Design mux_arb, sky130hd; sources not shown.
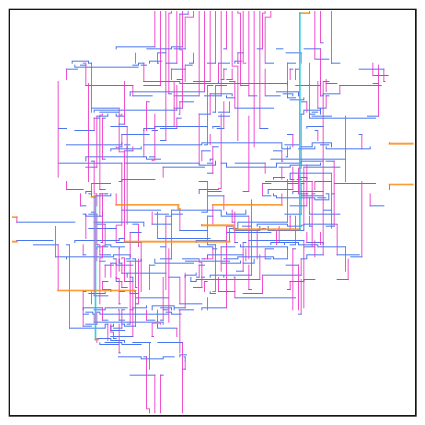
Run 1: signal wires by layer
(6 px per µm)
legend:
  met4:
    color: cyan
    wire_length: 59.8 µm
  met1:
    color: blue
    wire_length: 1,110 µm
  met2:
    color: magenta
    wire_length: 1,290 µm
  met3:
    color: orange
    wire_length: 81.8 µm
routed length per instance: 10.64 µm
detailed-route wire length: 2.543 mm
detailed-route via count: 1,054
overall routing resource usage: 11.97%

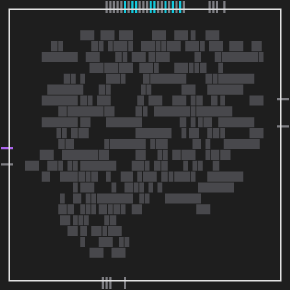
Run 1: pin placement
(4 px per µm) Pins as bars across the die edge, other pins in gray.
legend:
  `gnt1`:
    color: purple
    pins: 1
    direction: output
    edge: west
  `in2`:
    color: cyan
    pins: 8
    direction: input
    edge: north
input/output buffers: 33
horizontal die size: 67.51 µm

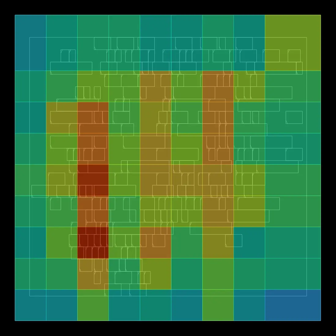
Run 1: routing congestion map
core utilization of the finished layout: 46.54%
global routing usage on met2: 18.59%
met1 track utilization from global routing: 15.30%
layer with the highest usage after global routing: met2
met3 usage in global routing: 3.661%

==> reports/notes.md, run 1 <==
The flow ran to the end, and the final reports show no timing, DRC or antenna violations. The initial core utilization was 32.47%. The post-route worst hold slack was 0.1714 ns. The setup check on the worst reg-to-reg path leaves a slack of 0.13 ns. STA classifies the critical path endpoint as a flip-flop.

The cts-stage hold buffer count is 0, and the layout-stage area growth over the synthesis result is 43.33%. The final number of setup-violating endpoints is 0, and the net count after synthesis is 178. The pre-antenna-repair detailed-routing pass consisted of 4 iterations. The run gives 535.6 MHz as the peak clock frequency supported by timing. The transition time recorded at the tightest slew-check pin is 0.2786 ns. The classification of the worst setup path was flip-flop to flip-flop. The tools report the startpoint type of the worst setup path as a flip-flop. In the routed design, unresolved DRC markers number 0.

The finished layout holds 239 standard cells, fillers aside. The cell row count was 21; the maximum fanout along the worst path was 3. The tree is rooted in a clkbuf_4. The run gives 1.942 mm as the detailed placer's ending HPWL. Yosys attributes the largest share of cell area to dfrtp_1 (46%), nand2_1 (14%), inv_1 (8.6%). The cell area after synthesis came out at 1135 µm². Data on the critical path arrives at its endpoint at 1.91 ns.

STA puts the critical path data required time at 2.04 ns. The mean instance size in the synthesized netlist works out to 7.369 µm². The clock reaches the later pin of the worst-skew pair after 0.30 ns. With the OpenROAD warning count at 26, the power per cell area is 1262 nW/µm².

The worst path in the final design needs a cycle of 1.867 ns, including I/O delays and setup. After technology mapping, the gate count stands at 154. The fraction of layout cells with a size suffix above 1 was 15.03%.

Setup repair after global routing left no endpoint under its margin. The finished cells cover 1627 µm². IR analysis of the VDD net gives a maximum drop of 1.068 mV.

The run reported a max-capacitance violation count of 0. Looking at the clock tree report, the maximum root-to-sink buffer count equals 2. For the worst flop-to-flop path, the logic depth is 11. The run gives 21 for the clock sink count. The H-tree depth was 1; the cell area after placement was 1539 µm². Counting endpoints that fail hold in the final report gives 0.

Routability-driven placement finished with a final weighted congestion of 0.7905. The number of antenna violations at the first check in global routing was 0. With the number of warnings issued by yosys at 0, the clock-pin slew reported for the worst setup and hold paths after clock tree synthesis is 0.11 ns. Worst path setup slack after routing: 0.1329 ns. 0 antenna diodes ended up in the layout.

The run gives 2053 µW as the power after layout. The core area is 3495 µm². For the number of buffers added by the clock tree synthesis step, the log shows 3. The number of vias per cell after detailed routing works out to 4.410. The overall overflow remaining after global route was 0. In this run the static leakage power is 0.0007656 µW. In the layout the commonest cells are nand2_1 (35), clkdlybuf4s50_1 (33), inv_1 (23).

Pin placement for this block handled 34 I/O pins. After layout, the worst path uses 93.36% of the clock period. TritonCTS built the clock tree. The number of different library cells used by synthesis comes to 21. The flip-flop and latch count after synthesis was 21; the remaining max-slew budget at the tightest pin was 81.34%. The run gives 57 as the number of DRC markers after the initial detailed-route iteration. The first-pass GRT wire length is 4.098 mm, and the register area share after synthesis is 46.31%.

The yosys cell count was 154; the via count of the first global-routing pass was 926. Per the post-route antenna check, the number of violating nets is 0. For the setup slack at placement, the log shows -0.04743 ns. Entering global routing, the biggest net connects 22 pins. Summed over its instances, the top area cell type makes up 46.31% of the synthesized netlist area.

Counting pins that exceed their max-slew limit in the final report gives 0. The chip area line in the Yosys stat output reads 1135 µm². Number of nets in the final layout: 218.

The class of the worst hold path was input pin to asynchronous set/reset pin. Sorting the Yosys area breakdown by cell type puts at the top dfrtp_1. Per the placement report, the placed cell count is 234.

After routing, the total negative slack on setup checks comes to 0 ns. The most common library cell in the layout ignoring fill and taps is nand2_1. After floorplanning, the die was sized to cover 4557 µm².
[run 1: logic make-up (layout without fill, tap and decap cells)]
logic type / count (synthesis) / count (layout) / share of synthesized area [%]
compound gates: 25 / 25 / 11.47
xor+xnor: 3 / 3 / 2.316
fa+ha+maj: 2 / 2 / 2.205
buf+inv: 31 / 70 / 11.14
flops: 21 / 21 / 46.31
simple gates: 72 / 72 / 26.57
[run 1: report_power, final]
part           internal [µW]  switching, µW
registers                572           99.3
clock network           91.2            118
logic                    500            671
total                   1160            889
[run 1: metal layers]
metal	share of wire, %	routed length, µm
met1	44	1107
met2	51	1294
met3	3.2	81
met4	2.3	59
met5	0	0
[run 1: what timing repair did]
item                                    CTS  global route
setup buffers                             0             1
endpoints found under the hold margin     0             0
endpoints found under the setup margin    0            10
resized                                   0            16
[run 1: critical path, cell delays in order (launching register included)]
cell and delay (ns):
dfrtp_1 0.43, ha_4 0.18, nand2_2 0.07, nor2_4 0.11, nand2_2 0.06, nand3_1 0.10, nand3_1 0.12, ha_1 0.31
inv_2 0.07, nand2_2 0.06, nand2_2 0.05, nand2_1 0.05
[run 1: area by class of cell]
type                       count  area (µm²)
tap                           46       57.56
inverter                      26       97.59
clock buffer                   4       30.03
multi-input combinational    102       533.0
sequential                    21       525.5
timing repair buffer          40       382.9
fill                         338        1868
[run 1: Yosys cell counts (all sizes together)]
library cell and n:
nand2 41, o21bai 1, buf 3, and3 1
dfrtp 21, xnor2 1, o21ai 18, nor3 5
clkbuf 2, o211ai 1, ha 2, inv 26
xor2 2, nand3 6, a21oi 5, or2 1
nand4 1, nor2 17
Run 1, register map, names as in the netlist:
(4 px per µm) Other sequential cells in the stronger gray, the rest of the logic in the fainter gray.
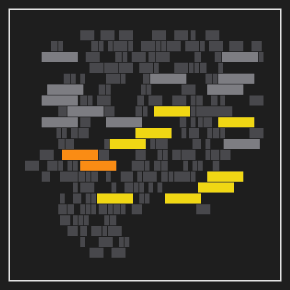

==> run 2: changes to the inputs <==
--- a/config.mk
+++ b/config.mk
@@ -13,7 +13,7 @@
 export CTS_BUF_LIST = sky130_fd_sc_hd__clkbuf_4
 export DETAILED_ROUTE_END_ITERATION = 12
 export HOLD_SLACK_MARGIN = 0.05
-export PLACE_DENSITY = 0.65
+export PLACE_DENSITY_LB_ADDON = 0.2
 export SYNTH_ARGS = -nofsm -noshare
 export SYNTH_HDL_FRONTEND = slang
 export SYNTH_SLANG_ARGS = --single-unit
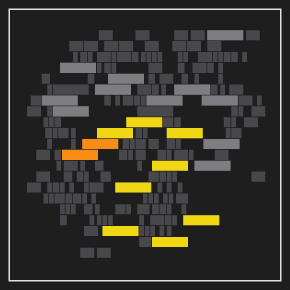
Run 2: register map, names as in the netlist
(4 px per µm) Other sequential cells in the stronger gray, the rest of the logic in the fainter gray.
legend:
  `state_q`:
    color: orange
    sequential_cells: 2
  `hold_q`:
    color: yellow
    sequential_cells: 8
fraction of area in registers: 32.51%
core utilization of the finished layout: 46.26%

==> reports/notes.md, run 2 <==
The final cycle utilization of the critical path was 94.60% (+1.2 points); the total routed wirelength was 2.690 mm (+5.8%). The net count after synthesis is 178 (unchanged). The run gives 21 (unchanged) for the flip-flop and latch count after synthesis.

The run gives 0 (unchanged) as the number of remaining DRC errors. The die footprint was 4557 µm² (unchanged); the data required time at the worst endpoint was 2.05 ns (about the same). The run gives 0.1079 ns (-0.02495 ns) for the worst path setup slack after routing.

The reg2reg setup slack was 0.11 ns (-0.02 ns). The cell total after placement was 232 (-0.85%); the register cell area after layout was 525.5 µm² (unchanged). The count of boundary I/O pins is 34 (unchanged), and the clock period minus final worst setup slack is 1.892 ns (+0.02495 ns). The mean instance size in the synthesized netlist was 7.369 µm² (unchanged); the fraction of layout cells with a size suffix above 1 was 13.02% (-2.0 points).

The run gives 3495 µm² (unchanged) as the core area. From synthesis to final layout, the design area changed by 42.45%. The power per cell area is 1292 nW/µm² (+2.4%). The worst setup path is launched from a flip-flop. The run gives 1.94 ns (+0.03 ns) for the endpoint arrival time on the critical path. The most common library cell in the layout ignoring fill and taps is nand2_1. The number of nets in the final layout was 217 (-0.46%); the total routing resource utilization after global routing was 12.30% (+0.32 points). The number of vias per cell after detailed routing is 4.471 (+1.4%), and the initial core utilization is 32.47% (unchanged). The count of different cell masters after synthesis was 21 (unchanged); the via count of the first global-routing pass was 1,027 (+11%). Area share of the largest cell type after synthesis: 46.31% (unchanged). The number of slew-limit violations in the final report was 0 (unchanged).

The run gives 1135 µm² (unchanged) as the cell area after synthesis. The post-route worst hold slack is 0.1682 ns (-0.003151 ns), and the yosys cell count is 154 (unchanged). Clock tree synthesis selected as its root buffer the cell clkbuf_4. The overall overflow remaining after global route is 0 (unchanged), and the global placement routability congestion is 0.9452 (+20%). The routed wire length per instance was 11.30 µm (+6.2%). The leakage power was 0.0007622 µW (-0.45%); the measured slew at the worst slew-check pin was 0.2751 ns (-0.003518 ns).

The chip area from the yosys synthesis statistics came out at 1135 µm² (unchanged). For the peak clock frequency supported by timing, the log shows 528.5 MHz (-1.3%). The tools report the maximum resistive drop on vdd as 0.7809 mV (-27%). The run gives 33 (unchanged) for the count of buffers inserted at the top-level ports. TritonCTS built the clock tree. Sorting the synthesized cells by how often they occur yields nand2_1 (41), inv_1 (26), dfrtp_1 (21).

The run gives 0 (unchanged) as the cts-stage hold buffer count. The flow ran to the end, and the final reports show no timing, DRC or antenna violations. With the antenna cell count at 0 (unchanged), the worst-skew pair later-pin latency is 0.30 ns (about the same). The tools report the total area of multi-input combinational cells as 530.5 µm² (-0.47%). First-pass GRT wire length: 4.333 mm (+5.7%). Number of warnings issued by yosys: 0 (unchanged). The post-synthesis async set-or-reset flop share was 100.0% (unchanged). The run gives 0 ns (unchanged) for the setup TNS after final layout. The run gives 0 (unchanged) as the max-cap check violation count. The register area share after synthesis came out at 46.31% (unchanged). The logs give 0 (unchanged) for the remaining antenna violation count after routing and 1,064 (+0.95%) for the via count.

The endpoint kind of the worst setup timing path was a flip-flop. For the number of antenna violations at the first check in global routing, the log shows 0 (unchanged). The tools report the cell row count as 21 (unchanged).

The run gives 81.66% (+0.32 points) as the remaining max-slew budget at the tightest pin. The count of flip-flops with a built-in enable after synthesis works out to 0 (unchanged). The run gives 3 (unchanged) as the number of buffers added by the clock tree synthesis step. The run gives 3 (unchanged) for the maximum fanout along the worst path. In the setup report, the worst path falls into the class flip-flop to flip-flop. Die boundary width: 67.51 µm (unchanged).

For the detailed placer's ending HPWL, the log shows 1.998 mm (+2.8%). In the post-synthesis netlist, the biggest area contributors are dfrtp_1 (46%), nand2_1 (14%), inv_1 (8.6%). The count of non-filler cells in the finished layout is 238 (-0.42%).
-- run 2: cell types whose count changed in the layout (fill, tap and decap cells not counted), sizes merged --
cell and change:
buf -1
-- run 2: layout make-up --
cell class                 instances  share of cell area [%]
sequential                        21                   32.51
inverter                          26                   6.037
multi-input combinational        102                   32.82
clock buffer                       4                   1.858
timing repair buffer              39                   23.22
tap                               46                   3.560
-- run 2: metrics by stage --
stage,total power (µW),instance area [µm²]
floorplan,1360,1135
global placement,1765,1524
detailed placement,1795,1524
CTS,2019,1554
global route,2272,1617
finish,2088,1617
-- run 2: kinds of logic (layout without fill, tap and decap cells) --
group	after synthesis	count (layout)	share of synthesized area [%]
adder cells (fa/ha/maj)	2	2	2.205
buffers and inverters	31	69	11.14
XOR/XNOR	3	3	2.316
AND-OR/OR-AND	25	25	11.47
AND/OR/NAND/NOR	72	72	26.57
flip-flops	21	21	46.31
-- run 2: routing by layer --
| layer | GRT usage, % | vias up | routed length [µm] |
|---|---|---|---|
| li1 | - | 551 | - |
| met1 | 15.33 | 495 | 1176 |
| met2 | 20.66 | 16 | 1412 |
| met3 | 2.163 | 2 | 68 |
| met4 | 5.316 | 0 | 32 |
| met5 | 0 | - | 0 |
-- run 2: worst max-delay path: stages, from the launching register on --
cell and delay (ns):
dfrtp_1 0.43, ha_4 0.19, nand2_1 0.06, nor2_1 0.04
nand2_1 0.11, nand2_2 0.08, nand2_1 0.08, nand3_1 0.15
ha_4 0.28, inv_2 0.07, nand2_2 0.06, nand2_1 0.06
nand2_1 0.04
-- run 2: repair_timing --
item	CTS	global route
buffers inserted	0	2
endpoints found under the setup margin	0	2
resized	0	12
-- run 2: power breakdown --
group	leakage, µW	internal (µW)	switching [µW]
registers	0.000269	572	94.2
logic	0.000475	516	688
clock network	0.0000184	91.1	126
total	0.000762	1180	908
Power is estimated from default activity; no workload was simulated.
